Fig. 1: metal layers overlaid
Two of the layers only.
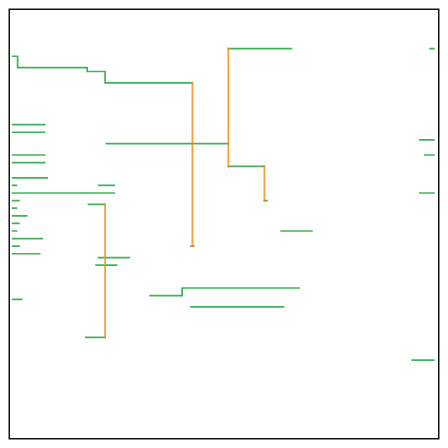
Fig. 2: placement view
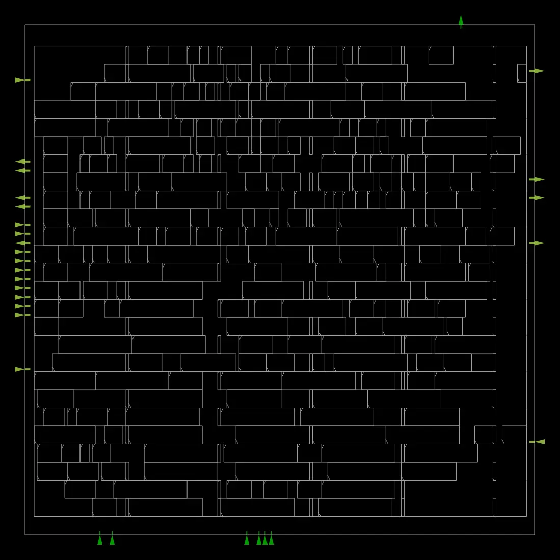
Fig. 3: port wiring
Scale bar: 20 um.
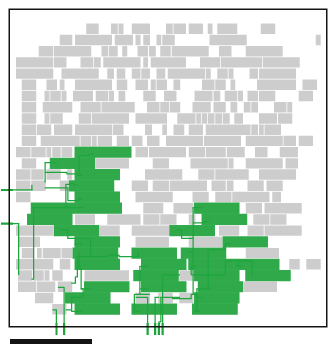
[src/rtl/rat_io_pkg.sv]
// Shared definitions for the RAT MCU I/O bus: port addresses, UART TX state
// encoding and status-byte bit positions.
package rat_io_pkg;

    localparam logic [7:0] PORT_SWITCHES  = 8'h20;
    localparam logic [7:0] PORT_LEDS      = 8'h40;
    localparam logic [7:0] PORT_SEVSEG    = 8'h81;
    localparam logic [7:0] PORT_UART_TX   = 8'h50;
    localparam logic [7:0] PORT_UART_STAT = 8'h51;

    typedef enum logic [1:0] {
        IDLE  = 2'd0,
        START = 2'd1,
        DATA  = 2'd2,
        STOP  = 2'd3
    } uart_state_t;

    localparam int STAT_BUSY   = 0;
    localparam int STAT_FULL   = 1;
    localparam int STAT_EMPTY  = 2;
    localparam int STAT_OVF    = 3;
    localparam int STAT_CNT_LO = 4;
    localparam int STAT_CNT_HI = 6;

    // Clocks per bit, rounded to nearest.
    function automatic int calc_baud_div(input int clk_freq, input int baud);
        return (clk_freq + baud / 2) / baud;
    endfunction

endpackage

[src/rtl/sync_fifo.sv]
// Small synchronous FIFO with first-word fall-through output. A push while full
// is accepted only when a pop happens on the same edge.
module sync_fifo #(
    parameter int WIDTH = 8,
    parameter int DEPTH = 4
) (
    input  logic                     CLK,
    input  logic                     RST_N,
    input  logic                     push,
    input  logic                     pop,
    input  logic [WIDTH-1:0]         din,
    output logic [WIDTH-1:0]         dout,
    output logic                     full,
    output logic                     empty,
    output logic [$clog2(DEPTH):0]   count
);

    localparam int AW = $clog2(DEPTH);
    localparam logic [AW:0] FULL_CNT = (AW + 1)'(DEPTH);

    logic [WIDTH-1:0] r_mem [DEPTH];
    logic [AW-1:0]    r_wr_ptr;
    logic [AW-1:0]    r_rd_ptr;
    logic [AW:0]      r_count;
    logic             w_push_ok;
    logic             w_pop_ok;

    assign empty     = (r_count == '0);
    assign full      = (r_count == FULL_CNT);
    assign count     = r_count;
    assign dout      = r_mem[r_rd_ptr];
    assign w_push_ok = push && (!full || pop);
    assign w_pop_ok  = pop && !empty;

    // NOTE: the storage array is deliberately left out of reset; pointers and count alone decide which entries are valid.
    always_ff @(posedge CLK) begin
        if (w_push_ok) begin
            r_mem[r_wr_ptr] <= din;
        end
    end

    always_ff @(posedge CLK or negedge RST_N) begin
        if (!RST_N) begin
            r_wr_ptr <= '0;
            r_rd_ptr <= '0;
            r_count  <= '0;
        end else begin
            if (w_push_ok) begin
                r_wr_ptr <= r_wr_ptr + 1'b1;
            end
            if (w_pop_ok) begin
                r_rd_ptr <= r_rd_ptr + 1'b1;
            end
            case ({w_push_ok, w_pop_ok})
                2'b10:   r_count <= r_count + 1'b1;
                2'b01:   r_count <= r_count - 1'b1;
                default: r_count <= r_count;
            endcase
        end
    end

endmodule

[src/rtl/uart_tx_port.sv]
// Port-mapped 8N1 UART transmitter for the RAT MCU I/O bus: OUT writes are queued
// in a FIFO and serialised on TX; status is readable and TX_DONE marks a drained queue.
module uart_tx_port
    import rat_io_pkg::*;
#(
    parameter int         CLK_FREQ     = 50_000_000,
    parameter int         BAUD         = 115200,
    parameter logic [7:0] TX_PORT_ID   = PORT_UART_TX,
    parameter logic [7:0] STAT_PORT_ID = PORT_UART_STAT,
    parameter int         FIFO_DEPTH   = 4
) (
    input  logic       CLK,
    input  logic       RST_N,
    input  logic [7:0] PORT_ID,
    input  logic [7:0] OUT_PORT,
    input  logic       IO_STRB,
    output logic [7:0] STATUS_OUT,
    output logic       TX,
    output logic       TX_DONE
);

    localparam int BAUD_DIV = calc_baud_div(CLK_FREQ, BAUD);
    localparam int BCW      = (BAUD_DIV > 1) ? $clog2(BAUD_DIV) : 1;
    localparam int CW       = $clog2(FIFO_DEPTH) + 1;
    localparam logic [BCW-1:0] BAUD_LAST = BCW'(BAUD_DIV - 1);

    uart_state_t    r_state;
    uart_state_t    w_state_nxt;
    logic [BCW-1:0] r_baud_cnt;
    logic [BCW-1:0] w_baud_nxt;
    logic [2:0]     r_bit_cnt;
    logic [2:0]     w_bit_nxt;
    logic [7:0]     r_shift;
    logic [7:0]     w_shift_nxt;
    logic           r_tx;
    logic           w_tx_nxt;
    logic           r_tx_done;
    logic           w_tx_done_nxt;
    logic           r_ovf;

    logic           w_wr;
    logic           w_clr;
    logic           w_ovf_set;
    logic           w_pop;
    logic           w_bit_end;
    logic [7:0]     w_fifo_dout;
    logic           w_fifo_full;
    logic           w_fifo_empty;
    logic [CW-1:0]  w_fifo_count;

    assign w_wr      = IO_STRB && (PORT_ID == TX_PORT_ID);
    assign w_clr     = IO_STRB && (PORT_ID == STAT_PORT_ID) && OUT_PORT[7];
    assign w_ovf_set = w_wr && w_fifo_full && !w_pop;
    assign w_bit_end = (r_baud_cnt == BAUD_LAST);

    sync_fifo #(
        .WIDTH (8),
        .DEPTH (FIFO_DEPTH)
    ) u_fifo (
        .CLK   (CLK),
        .RST_N (RST_N),
        .push  (w_wr),
        .pop   (w_pop),
        .din   (OUT_PORT),
        .dout  (w_fifo_dout),
        .full  (w_fifo_full),
        .empty (w_fifo_empty),
        .count (w_fifo_count)
    );

    // NOTE: every signal written here gets a default first, so no path through the case can infer a latch.
    always_comb begin
        w_state_nxt   = r_state;
        w_baud_nxt    = r_baud_cnt;
        w_bit_nxt     = r_bit_cnt;
        w_shift_nxt   = r_shift;
        w_tx_nxt      = r_tx;
        w_tx_done_nxt = 1'b0;
        w_pop         = 1'b0;

        if (r_state != IDLE) begin
            w_baud_nxt = w_bit_end ? '0 : r_baud_cnt + 1'b1;
        end

        case (r_state)
            IDLE: begin
                w_tx_nxt = 1'b1;
                if (!w_fifo_empty) begin
                    w_pop       = 1'b1;
                    w_shift_nxt = w_fifo_dout;
                    w_tx_nxt    = 1'b0;
                    w_baud_nxt  = '0;
                    w_state_nxt = START;
                end
            end
            START: begin
                if (w_bit_end) begin
                    w_tx_nxt    = r_shift[0];
                    w_shift_nxt = {1'b0, r_shift[7:1]};
                    w_bit_nxt   = '0;
                    w_state_nxt = DATA;
                end
            end
            DATA: begin
                if (w_bit_end) begin
                    if (r_bit_cnt == 3'd7) begin
                        w_tx_nxt    = 1'b1;
                        w_state_nxt = STOP;
                    end else begin
                        w_tx_nxt    = r_shift[0];
                        w_shift_nxt = {1'b0, r_shift[7:1]};
                        w_bit_nxt   = r_bit_cnt + 1'b1;
                    end
                end
            end
            STOP: begin
                if (w_bit_end) begin
                    // Refill straight from STOP so back-to-back frames have no idle gap.
                    if (!w_fifo_empty) begin
                        w_pop       = 1'b1;
                        w_shift_nxt = w_fifo_dout;
                        w_tx_nxt    = 1'b0;
                        w_state_nxt = START;
                    end else begin
                        w_tx_done_nxt = 1'b1;
                        w_state_nxt   = IDLE;
                    end
                end
            end
            default: w_state_nxt = IDLE;
        endcase
    end

    // NOTE: sequential state uses non-blocking assignments so every register samples pre-edge values.
    always_ff @(posedge CLK or negedge RST_N) begin
        if (!RST_N) begin
            r_state    <= IDLE;
            r_baud_cnt <= '0;
            r_bit_cnt  <= '0;
            r_shift    <= '0;
            r_tx       <= 1'b1;
            r_tx_done  <= 1'b0;
        end else begin
            r_state    <= w_state_nxt;
            r_baud_cnt <= w_baud_nxt;
            r_bit_cnt  <= w_bit_nxt;
            r_shift    <= w_shift_nxt;
            r_tx       <= w_tx_nxt;
            r_tx_done  <= w_tx_done_nxt;
        end
    end

    // A fresh overflow takes priority over a clear landing on the same edge.
    always_ff @(posedge CLK or negedge RST_N) begin
        if (!RST_N) begin
            r_ovf <= 1'b0;
        end else if (w_ovf_set) begin
            r_ovf <= 1'b1;
        end else if (w_clr) begin
            r_ovf <= 1'b0;
        end
    end

    always_comb begin
        STATUS_OUT                           = '0;
        STATUS_OUT[STAT_BUSY]                = (r_state != IDLE) || !w_fifo_empty;
        STATUS_OUT[STAT_FULL]                = w_fifo_full;
        STATUS_OUT[STAT_EMPTY]               = w_fifo_empty;
        STATUS_OUT[STAT_OVF]                 = r_ovf;
        STATUS_OUT[STAT_CNT_HI:STAT_CNT_LO]  = 3'(w_fifo_count);
    end

    assign TX      = r_tx;
    assign TX_DONE = r_tx_done;

endmodule

[config.mk]
export PLATFORM = sky130hd
export DESIGN_NAME = uart_tx_port
export DESIGN_NICKNAME = d
export VERILOG_FILES = /design/src/rtl/rat_io_pkg.sv /design/src/rtl/sync_fifo.sv /design/src/rtl/uart_tx_port.sv
export SDC_FILE = /design/constraint.sdc
export NUM_CORES = 1
export LEC_CHECK = 0
export CAP_MARGIN = 30
export CORE_UTILIZATION = 57
export DETAILED_ROUTE_END_ITERATION = 10
export PLACE_DENSITY_LB_ADDON = 0.2
export SYNTH_ARGS = -nofsm -noshare
export SYNTH_HDL_FRONTEND = slang
export SYNTH_SLANG_ARGS = --single-unit
export TNS_END_PERCENT = 1
[constraint.sdc]
create_clock -name CLK -period 3.1 [get_ports CLK]
set_input_delay 0.465 -clock CLK [delete_from_list [all_inputs] [get_ports CLK]]
set_output_delay 0.465 -clock CLK [all_outputs]
set_load 0.005 [all_outputs]
==> reports/qor.rpt <==
==================================================================================
Status .............................................................. complete, no violations
Number of buffers created by CTS ....................................            9
Sum of buffers and inverters on the critical path ...................            3
Normalized max-slew margin ..........................................       0.6211
Top layer in use ....................................................         met4
Clock transition at the registers of the reported paths .............        70 ps
Overall power of the completed layout ...............................     3.198 mW
Number of placed instances with taps included .......................          313
Per-cell via count in the routed design .............................        5.769
Share of final-layout standard cells stronger than drive strength 1 .       0.2548
Post-layout util ....................................................       0.7076
Startpoint-to-endpoint class of the critical path ...................      reg2out
Routability-driven placement congestion ratio .......................       0.8304
Critical Path Start Type ............................................    flip-flop
Final routed wire length divided by cell count ......................     17.53 um
Total cell area reported by yosys after synthesis ...................    3174 um^2
Placement-stage worst setup slack ...................................     395.3 ps
Chain of cells forming the critical path ............................ or3_2 -> inv_1 -> and2_2 -> inv_2 -> clkdlybuf4s50_1
First drt pass iteration count ......................................            5
Count of mapped cells out of synthesis ..............................          224
Vias in the first global route ......................................         1900
Core utilization before placement ...................................       0.6061
Critical-path top delay cell ........................................ sky130_fd_sc_hd__or3_2
Post-route cell area ................................................    3706 um^2
TritonCTS clock tree ................................................        built
Number of buffers added for setup after CTS .........................            0
Setup TNS Final .....................................................         0 ps
Setup crit end kind .................................................   output pin
Peak ir drop on the vdd network .....................................     598.0 uV
Crit-path leading delay family ...................................... simple AND/OR/NAND/NOR gates
Number of enable flip-flop cells ....................................           32
Clock insertion delay at the later pin of the skew report ...........       330 ps
Final hold viol count ...............................................            0
Tool warnings .......................................................           33
Number of non-filler instances in the completed layout ..............          329
Async S/R FF share, synth ...........................................       0.5000
Layout Nets .........................................................          287
Number of nets at floorplan .........................................          257
Wire length on met1 .................................................      2757 um
Root Buffer ......................................................... sky130_fd_sc_hd__clkbuf_8
Avg Synthesized Cell Area ...........................................   14.17 um^2
Max-cap violations ..................................................            0
Count of cells resized by post-cts repair ...........................            0
Detailed placer's ending HPWL .......................................      3842 um
Flop2flop setup slack ...............................................       390 ps
Pin count of the biggest net entering global routing ................           33
Ant diodes ..........................................................            0
Final setup violation count .........................................            0
Number of port buffers ..............................................           27
Maximum number of buffers from clock root to sink ...................            2
Sequential share of the synthesized area ............................       0.5554
Count of yosys warnings during synthesis ............................            0
Total GRT Usage .....................................................       0.2185
H-Tree Depth ........................................................            3
Post-DRT Antenna Nets ...............................................            0
Clock Sink Count ....................................................           64
Maximum frequency from static timing analysis .......................   0.3554 GHz
Global-route wire length before repair ..............................      9508 um
Setup skew after layout .............................................     5.708 ps
Count of hold-fix buffers inserted at cts ...........................            0
Most frequently used cell type in the post-synthesis netlist ........ sky130_fd_sc_hd__edfxtp_1
Floorplan die height ................................................     76.63 um
Ys flop type ........................................................ sky130_fd_sc_hd__edfxtp_1
Leading cell types by total area after synthesis .................... sky130_fd_sc_hd__edfxtp_1 30%, sky130_fd_sc_hd__dfrtp_1 24%, sky130_fd_sc_hd__mux2_2 6.0%, sky130_fd_sc_hd__mux4_2 5.7%, sky130_fd_sc_hd__ha_1 5.1%
PD cells ............................................................ 863.0 nW/um^2
DRT iter0 DRCs ......................................................          117
Worst Path Max Fanout ...............................................           10
# DRC ...............................................................            0
Overall via count from detail_route .................................         1898
Die X-Extent ........................................................     76.63 um
Cell Area, Placed ...................................................    3487 um^2
==================================================================================
## Picture notes: Fig. 1
legend:
  green:
    layer: met3
    wire_length: 224 um
  orange:
    layer: met4
    wire_length: 80.2 um

## Picture notes: Fig. 2
Seq area share: 0.4757
number of rows created at floorplan: 26

## Picture notes: Fig. 3
legend:
  green:
    port: `OUT_PORT`
    bits: 8
    direction: input
    edge: 6 bottom, 2 left
    end_cells: 33
    buffers: 8
    wire: 343 um

[final timing paths]
check / from / endpoint / cells after the start
worst max-delay path: u_fifo.count[1] / STATUS_OUT[0] / 5
worst max register to register: r_baud_cnt[1] / u_fifo.count[2] / 11
min in group asynchronous: RST_N / r_shift[6] / 2
max in group asynchronous: RST_N / TX / 2
worst min-delay path: r_shift[2] / r_shift[2] / 1
worst min register to register: r_shift[2] / r_shift[2] / 1
[registers in the layout, indices dropped and copies added (netlist names), 2 cells and up]
name             flops
r_baud_cnt           9
r_bit_cnt            3
r_shift              8
r_state              2
u_fifo.count         3
u_fifo.r_mem        32
u_fifo.r_rd_ptr      2
u_fifo.r_wr_ptr      2
[cells by family (layout without fill, tap and decap cells)]
logic type | count (synthesis) | count (layout) | synth area share
compound gates | 34 | 34 | 0.08988
flops | 64 | 64 | 0.5554
buf+inv | 25 | 60 | 0.03902
fa+ha+maj | 14 | 14 | 0.05755
other cells | 1 | 1 | 0.001181
xor+xnor | 8 | 8 | 0.02207
simple gates | 50 | 50 | 0.1068
mux | 28 | 28 | 0.1281
[power by group]
part / internal, mW / switching, mW / total (mW) / leakage, nW
clock network: 0.454 / 0.327 / 0.780 / 0.110
logic: 0.675 / 0.536 / 1.21 / 0.653
registers: 1.04 / 0.167 / 1.21 / 0.689
[cells in the final DEF, fill, tap and decap left out, types with 2 or more instances in the layout]
master                             n
sky130_fd_sc_hd__and3_2            3
sky130_fd_sc_hd__nor2_1            7
sky130_fd_sc_hd__buf_4             4
sky130_fd_sc_hd__xor2_1            4
sky130_fd_sc_hd__xnor2_1           4
sky130_fd_sc_hd__and2_2            5
sky130_fd_sc_hd__a22o_1            6
sky130_fd_sc_hd__a21oi_1           3
sky130_fd_sc_hd__inv_1            12
sky130_fd_sc_hd__nor4b_1           2
sky130_fd_sc_hd__a21o_1            2
sky130_fd_sc_hd__nand2_1           7
sky130_fd_sc_hd__edfxtp_1         32
sky130_fd_sc_hd__ha_1             13
sky130_fd_sc_hd__mux4_2            8
sky130_fd_sc_hd__and2b_2           2
sky130_fd_sc_hd__bufinv_16         2
sky130_fd_sc_hd__nand3_1           4
sky130_fd_sc_hd__o21ai_0           8
sky130_fd_sc_hd__clkbuf_8          9
sky130_fd_sc_hd__dfrtp_1          31
sky130_fd_sc_hd__clkinv_2          2
sky130_fd_sc_hd__clkdlybuf4s50_1  27
sky130_fd_sc_hd__o31ai_1           2
sky130_fd_sc_hd__and2_1            2
sky130_fd_sc_hd__nand4_1           3
sky130_fd_sc_hd__mux2i_1           2
sky130_fd_sc_hd__nor3_1            3
sky130_fd_sc_hd__mux2_2           17
[routing by layer]
layer	GRT usage	vias to the layer above
li1	-	892
met1	0.2998	955
met2	0.3351	42
met3	0.05749	9
met4	0.08269	0
met5	0	-
[cell type report]
class	instances	area, um^2
flip-flops and latches	64	1763
fillers	376	1531
multi-input cells	135	1287
repair buffers	31	300.3
clock buffers	9	123.9
clock inverters	7	95.09
well taps	70	87.58
inverters	13	48.80
Power figures rest on the tool's default switching activity, not on a simulated workload.
